Design logic_unit_pipe, sky130hd; sources not shown.
Fig. 1: run 1, I/O nets highlighted
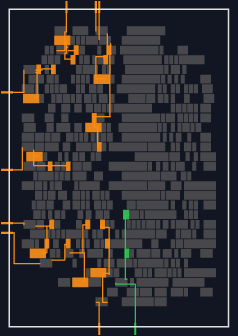
orange -> iA  # bits 8, direction input, edge 4 left, 3 top, 1 bottom, end cells 24, buffers 9, wire 241 µm
green -> iValid  # bits 1, direction input, edge bottom, end cells 2, buffers 1, wire 37.0 µm
IO Count: 43
port bufs: 42

Fig. 2: run 1, routed metal, one colour a layer
Scale bar: 20 µm.
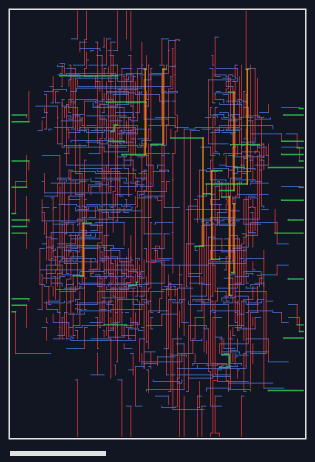
red -> M2  # wire length 2,970 µm
orange -> M4  # wire length 164 µm
blue -> M1  # wire length 1,900 µm
green -> M3  # wire length 172 µm
GRT Util Overall: 20.6%
post-detailed-route wirelength per cell: 12.2 µm
Vias: 2,296
routed wire length: 5200 µm

Fig. 3: run 1, sizing map
Scale bar: 20 µm.
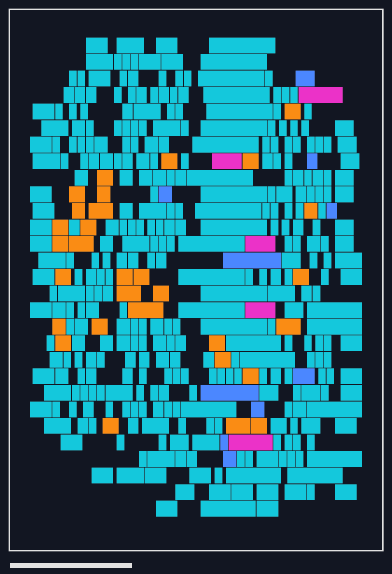
magenta -> x6 and larger  # cells 5
orange -> x3 and x4  # cells 30
cyan -> x1 and smaller  # cells 337
blue -> x2  # cells 10
final instance area: 2950 µm²
setup ws final: 0.114 ns
Area growth syn-to-layout: 26.7%
Non-clk bufs: 63

==> results_slide.txt, run 1 <==
Synthesis and Place & Route Summary

Outcome
  • Status: finished clean

Power and ir drop
  • Reg power frac: 35.7%
  • PwrDens: 905 nW/µm²
  • Worst VDD drop: 0.000323 V
  • Tot Pwr: 2.67 mW
  • Switch share: 40.7%
  • Leak Pwr: 1.53 nW
  • P_sw: 1.09 mW
  • Logic pwr share: 53.7%

Worst setup path
  • Type of the worst setup path: reg -> out
  • Largest delay share family, worst path: flip-flops
  • Critical path depth: 7
  • CP Cell Sequence: buf_4, nand2_1, nand2_1, nor2_1, nand3_1, nor2_1, clkbuf_2
  • Flop2flop setup slack: 0.38 ns
  • Critical path endpoint category: output pin
  • Max FO, Critical Path: 5
  • Worst path slowest cell: dfrtp_2
  • CP Data Arrival Time: 1.46 ns

Final layout
  • Final #Nets: 424
  • Top cell category: logic gates
  • Signal inverters: 62
  • Share of layout cells above drive strength 1: 11.8%
  • Sequential cell area share: 26.5%
  • Comb area share: 42.3%
  • Combinational gate area: 1250 µm²
  • Max reg flops: 16
  • Top cell excl fill/tap: nand2_1
  • Final clock-cell share: 1.53%
  • Combinational gate count: 225
  • N_diodes: 0
  • Top cells excl fill/tap: nand2_1, inv_1, nor2_1
  • Storage cell area: 783 µm²
  • Fraction of area in non-clock buffers: 19.5%
  • # fillers: 363

GRT
  • Total gr overflow: 0
  • Initial antenna violation count: 0
  • Vias in the first global route: 2,123
  • Largest net degree at the start of global routing: 27
  • First-pass GRT wire length: 8680 µm
  • Met2 GRT Util: 39.6%
  • Grt met1 use: 20.9%

Logic synthesis
  • Yosys synthesis chip area: 2330 µm²
  • Synthesized area per cell: 7.17 µm²
  • Post-synth area hogs: edfxtp_1, dfrtp_1, nand2_1, ha_1, inv_1
  • Seq/Total Area, Yosys: 33.5%
  • Area leader share: 20.6%
  • Cell Type Count: 23
  • Cell Area, Synth: 2330 µm²
  • Registers, synthesis: 28
  • Ys Warns: 0
  • Biggest area consumer among synthesized cells: edfxtp_1

Placed design
  • HPWL after DPL: 3980 µm
  • RD Place Congestion: 0.847
  • Dpl cells: 421
  • Placed Area: 2880 µm²

CTS
  • Root Driver: clkbuf_8
  • CTS max path bufs: 2
  • Sink Count: 28
  • CTS Buf Count: 3
  • CTS tree: built
  • Hold_buf cts: 0

Detailed routing
  • Post-route ant nets: 0
  • Met2 Wirelength: 2970 µm
  • DR DRC count: 0
  • Met3 Routed Length: 171 µm
  • Drt initial violations: 71
  • Top layer in use: met4

Job
  • Tool Warnings: 35

Timing
  • Setup repair after global routing missed its margin: yes
  • Period utilization: 94.6%
  • Setup violators final: 0
  • Min Tclk post-route: 1.99 ns
  • Final Hold Violating Endpoints: 0
  • Worst slew pin tran: 0.547 ns
  • Worst clock skew: 0.00980 ns

Worst hold path
  • Hold depth: 2
  • Min-delay worst type: reg -> reg

Floorplan
  • Core area: 4320 µm²
  • Rows: 29
  • Die width: 61.2 µm
  • # Taps: 46
  • Floorplan core density: 54.0%
## run 1: power groups by stage
stage          registers (mW)  logic, mW  clock network, mW
5_1_grt                 0.974       1.58              0.305
3_5_place_dp            0.958       1.39                  0
3_3_place_gp            0.951       1.36                  0
6_report                0.954       1.43              0.283
4_1_cts                 0.945       1.42              0.285
2_1_floorplan           0.934      0.783                  0
## run 1: metrics by stage
stage                     setup TNS (ns)  hold WS [ns]
after CTS                              0         0.513
after floorplan                        0         0.229
after global routing             -0.0305         0.554
after detailed placement         -0.0426         0.492
final                                  0         0.510
after global placement        -0.0000863         0.475
## run 1: kinds of logic (layout without fill, tap and decap cells)
logic type | after synthesis | in the layout | share of synthesized area [%]
buffers and inverters | 72 | 129 | 13.1
adders and majority gates | 18 | 18 | 9.67
DFF | 28 | 28 | 33.5
xor gates and xnor gates | 7 | 7 | 2.63
and+or+nand+nor | 193 | 193 | 39.6
AOI/OAI and AO/OA | 7 | 7 | 1.50
## run 1: cell usage after synthesis
library cell	n
a21oi_1	5
buf_2	6
buf_4	3
buf_6	1
dfrtp_1	12
edfxtp_1	16
ha_1	18
inv_1	57
inv_2	2
inv_4	3
nand2_1	75
nand2_2	3
nand3_1	37
nand3_2	1
nand3b_1	2
nand4_1	26
nor2_1	42
nor2_4	5
nor2_8	1
nor3_4	1
o21ai_0	2
xnor2_1	3
xor2_1	4
## run 1: worst reg2reg max path, stage by stage (launching register included)
cell	delay (ns)
dfrtp_2	0.46
nor2_4	0.16
buf_4	0.15
buf_4	0.13
nor2_8	0.03
ha_1	0.31
a21oi_1	0.11
o21ai_0	0.11
xor2_1	0.15
## run 1: repair_timing
action / CTS / global route
gates resized: 14 / 8
pin swaps: 1 / 1
setup endpoints to repair: 10 / 3
buffers inserted: 3 / 0
==> run 1 -> run 2 <==
- SETUP_SLACK_MARGIN: unset -> 0.5
- SYNTH_HIERARCHICAL: unset -> 1
==> run 2 against run 1 <==
  * Die area is 0.73% higher
  * Largest cell class unchanged
  * Largest power group unchanged
  * Global-route usage increased by 2.7 points
  * Critical path type unchanged
  * Sequential cell count unchanged
==> results_slide.txt, run 2 <==
Synthesis and Place & Route Summary

Final layout
  • # fillers: 309 (-15%)
  • Final #Nets: 457 (+7.8%)
  • Top cells excl fill/tap: nand2_1, inv_1, nor2_1, nand3_1, nand4_1
  • Storage cell area: 783 µm² (unchanged)
  • Area growth syn-to-layout: 44.1%
  • Combinational gate area: 1430 µm² (+15%)
  • Max reg flops: 16 (unchanged)
  • Top cell excl fill/tap: nand2_1
  • Share of layout cells above drive strength 1: 32.8% (+21 points)
  • N_diodes: 0 (unchanged)

Logic synthesis
  • Adder Area Share: 9.59% (-0.077 points)
  • Registers, synthesis: 28 (unchanged)
  • Cell Type Count: 26 (+13%)
  • Area leader share: 20.5% (-0.16 points)
  • Yosys synthesis chip area: 2350 µm² (+0.81%)
  • Seq/Total Area, Yosys: 33.2% (-0.27 points)
  • Synthesized area per cell: 7.01 µm² (-2.2%)
  • Synth top cell by count: nand2_1
  • Simple-Gate Area Share: 40.8% (+1.2 points)
  • Ys Warns: 6 (+6)
  • Cell Area, Synth: 2350 µm² (+0.81%)
  • Ys flop type: edfxtp_1
  • Biggest area consumer among synthesized cells: edfxtp_1
  • Ao+oa area frac: 0.373% (-1.1 points)
  • Synth Area in XOR/XNOR: 1.49% (-1.1 points)
  • Comb area leader: simple AND/OR/NAND/NOR gates
  • Post-synth EDFFs: 16 (unchanged)
  • Post-synth area hogs: edfxtp_1, nand2_1, dfrtp_1, inv_1, ha_1
  • Fraction of registers with async set or reset after synthesis: 42.9% (unchanged)
  • MUX share of area: 0% (unchanged)

Floorplan
  • Core area: 4320 µm² (unchanged)
  • Floorplan core density: 54.4% (+0.43 points)
  • Rows: 29 (unchanged)
  • Die width: 61.4 µm (+0.36%)
  • IO Count: 43 (unchanged)

Power and ir drop
  • Worst VDD drop: 0.000400 V (+24%)
  • Tot Pwr: 3.47 mW (+30%)
  • Reg power frac: 25.9% (-9.8 points)
  • PwrDens: 1030 nW/µm² (+13%)
  • P_sw: 1.44 mW (+32%)
  • Pint: 2.03 mW
  • Leak Pwr: 1.75 nW (+15%)
  • Switch share: 41.4% (+0.71 points)
  • Logic pwr share: 62.2% (+8.5 points)

Timing
  • Min Tclk post-route: 2.05 ns (+0.0656 ns)
  • Setup repair after global routing missed its margin: yes
  • Slew Limit Fails: 0
  • Period utilization: 97.7% (+3.1 points)
  • Min Hold Slack: 0.506 ns (-0.00391 ns)
  • Worst clock skew: 0.00549 ns (-0.00431 ns)
  • Setup violators final: 0 (unchanged)
  • Worst slew pin tran: 0.574 ns (+0.0278 ns)
  • Final Hold Violating Endpoints: 0 (unchanged)

Worst setup path
  • Most common cell on crit path: nand2_2
  • Critical path endpoint category: output pin
  • Max FO, Critical Path: 4 (-1)
  • Type of the worst setup path: reg -> out
  • CP Cell Sequence: buf_6, nand2_2, nand2_2, inv_2, nand4_1, nor3_2, buf_2
  • Flop2flop setup slack: 0.35 ns (-0.03 ns)
  • Worst path slowest cell: dfrtp_2
  • Worst R2R Path Depth: 13
  • CP Data Arrival Time: 1.53 ns (+0.07 ns)

GRT
  • First-pass GRT wire length: 9710 µm (+12%)
  • Largest net degree at the start of global routing: 27 (unchanged)
  • Total gr overflow: 0 (unchanged)
  • Vias in the first global route: 2,373 (+12%)

CTS
  • CTS max path bufs: 2 (unchanged)
  • Root Driver: clkbuf_8
  • Hold_buf cts: 0 (unchanged)
  • CTS Buf Count: 3 (unchanged)
  • CTS tree: built
  • Worst-path clk slew: 0.09 ns

Detailed routing
  • DR DRC count: 0 (unchanged)
  • Drt initial violations: 108 (+52%)
  • Post-route ant nets: 0 (unchanged)

Placed design
  • RD Place Congestion: 0.917 (+8.2%)
  • HPWL after DPL: 3950 µm (-0.73%)

Outcome
  • Status: finished clean

Worst hold path
  • Hold depth: 2 (unchanged)
  • Min-delay worst type: reg -> reg

Job
  • Tool Warnings: 37 (+5.7%)
==> run 2: timing repair <==
action	in CTS	in global routing
setup endpoints to repair	44	41
setup buffers	20	0
gates resized	121	44
pin swaps	30	7
cloned	1	0
==> run 2: per-layer routing <==
metal / track usage (%) / wire (µm) / part of all wire (%) / up-vias
met3: 1.73 / 231 / 3.6 / 22
met2: 46.0 / 3760 / 58 / 92
met1: 22.3 / 2240 / 35 / 1169
li1: - / - / - / 1228
met4: 13.3 / 245 / 3.8 / 0
met5: 0 / 0 / 0 / -
==> run 2: power by group through the flow <==
stage,sequential (mW),clock (mW),combinational (mW)
2_1_floorplan,0.921,0,0.851
3_3_place_gp,0.933,0,1.49
3_5_place_dp,0.940,0,1.53
4_1_cts,0.882,0.424,1.83
5_1_grt,0.908,0.446,2.33
6_report,0.897,0.416,2.16
==> run 2: worst max-delay path, delay by kind of cell (launching register included) <==
family        cells  cell delay, ns
simple gates      4            0.39
buf+inv           3            0.37
flops             1            0.49
==> run 2: final cells by class <==
type	instances	area share, %
inverter	69	8.58
multi-input combinational	227	42.3
clock inverter	1	0.887
tap	46	1.70
sequential	28	23.1
timing repair inverter	1	0.111
clock buffer	3	1.22
timing repair buffer	86	22.1
==> run 2: kinds of logic after synthesis <==
logic type      Yosys count
simple gates            204
buf+inv                  80
flops                    28
fa+ha+maj                18
xor+xnor                  4
compound gates            1
==> run 2: per-stage QoR <==
step	setup TNS, ns	cell area [µm²]	setup slack, ns	util [%]	cells
2_1_floorplan	0	2370	0.443	-	335
3_3_place_gp	-0.153	2950	-0.100	68.4	436
3_5_place_dp	-0.213	2950	-0.143	68.4	436
4_1_cts	0	3260	0.0954	75.4	461
5_1_grt	-0.0169	3380	-0.0169	78.4	461
6_report	0	3380	0.0484	78.4	461
Fig. 4: run 2, clock routing
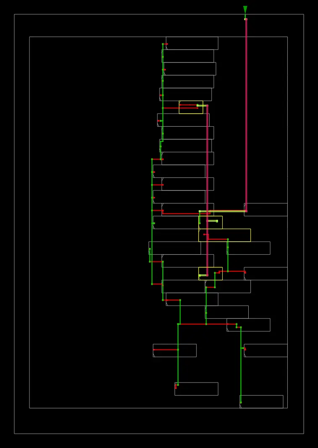
Worst-Skew Late Latency: 0.27 ns
Sink Count: 28

Fig. 5: run 2, routed metal, one colour a layer
Scale bar: 20 µm.
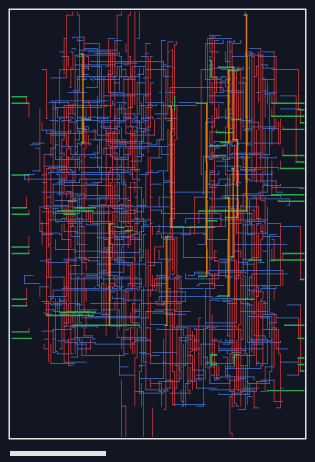
red -> M2  # wire length 3,760 µm
orange -> M4  # wire length 246 µm
blue -> M1  # wire length 2,240 µm
green -> M3  # wire length 232 µm
routed wire length: 6470 µm
Vias: 2,511
GRT Util Overall: 23.3%
post-detailed-route wirelength per cell: 14.0 µm

Power figures rest on the tool's default switching activity, not on a simulated workload.
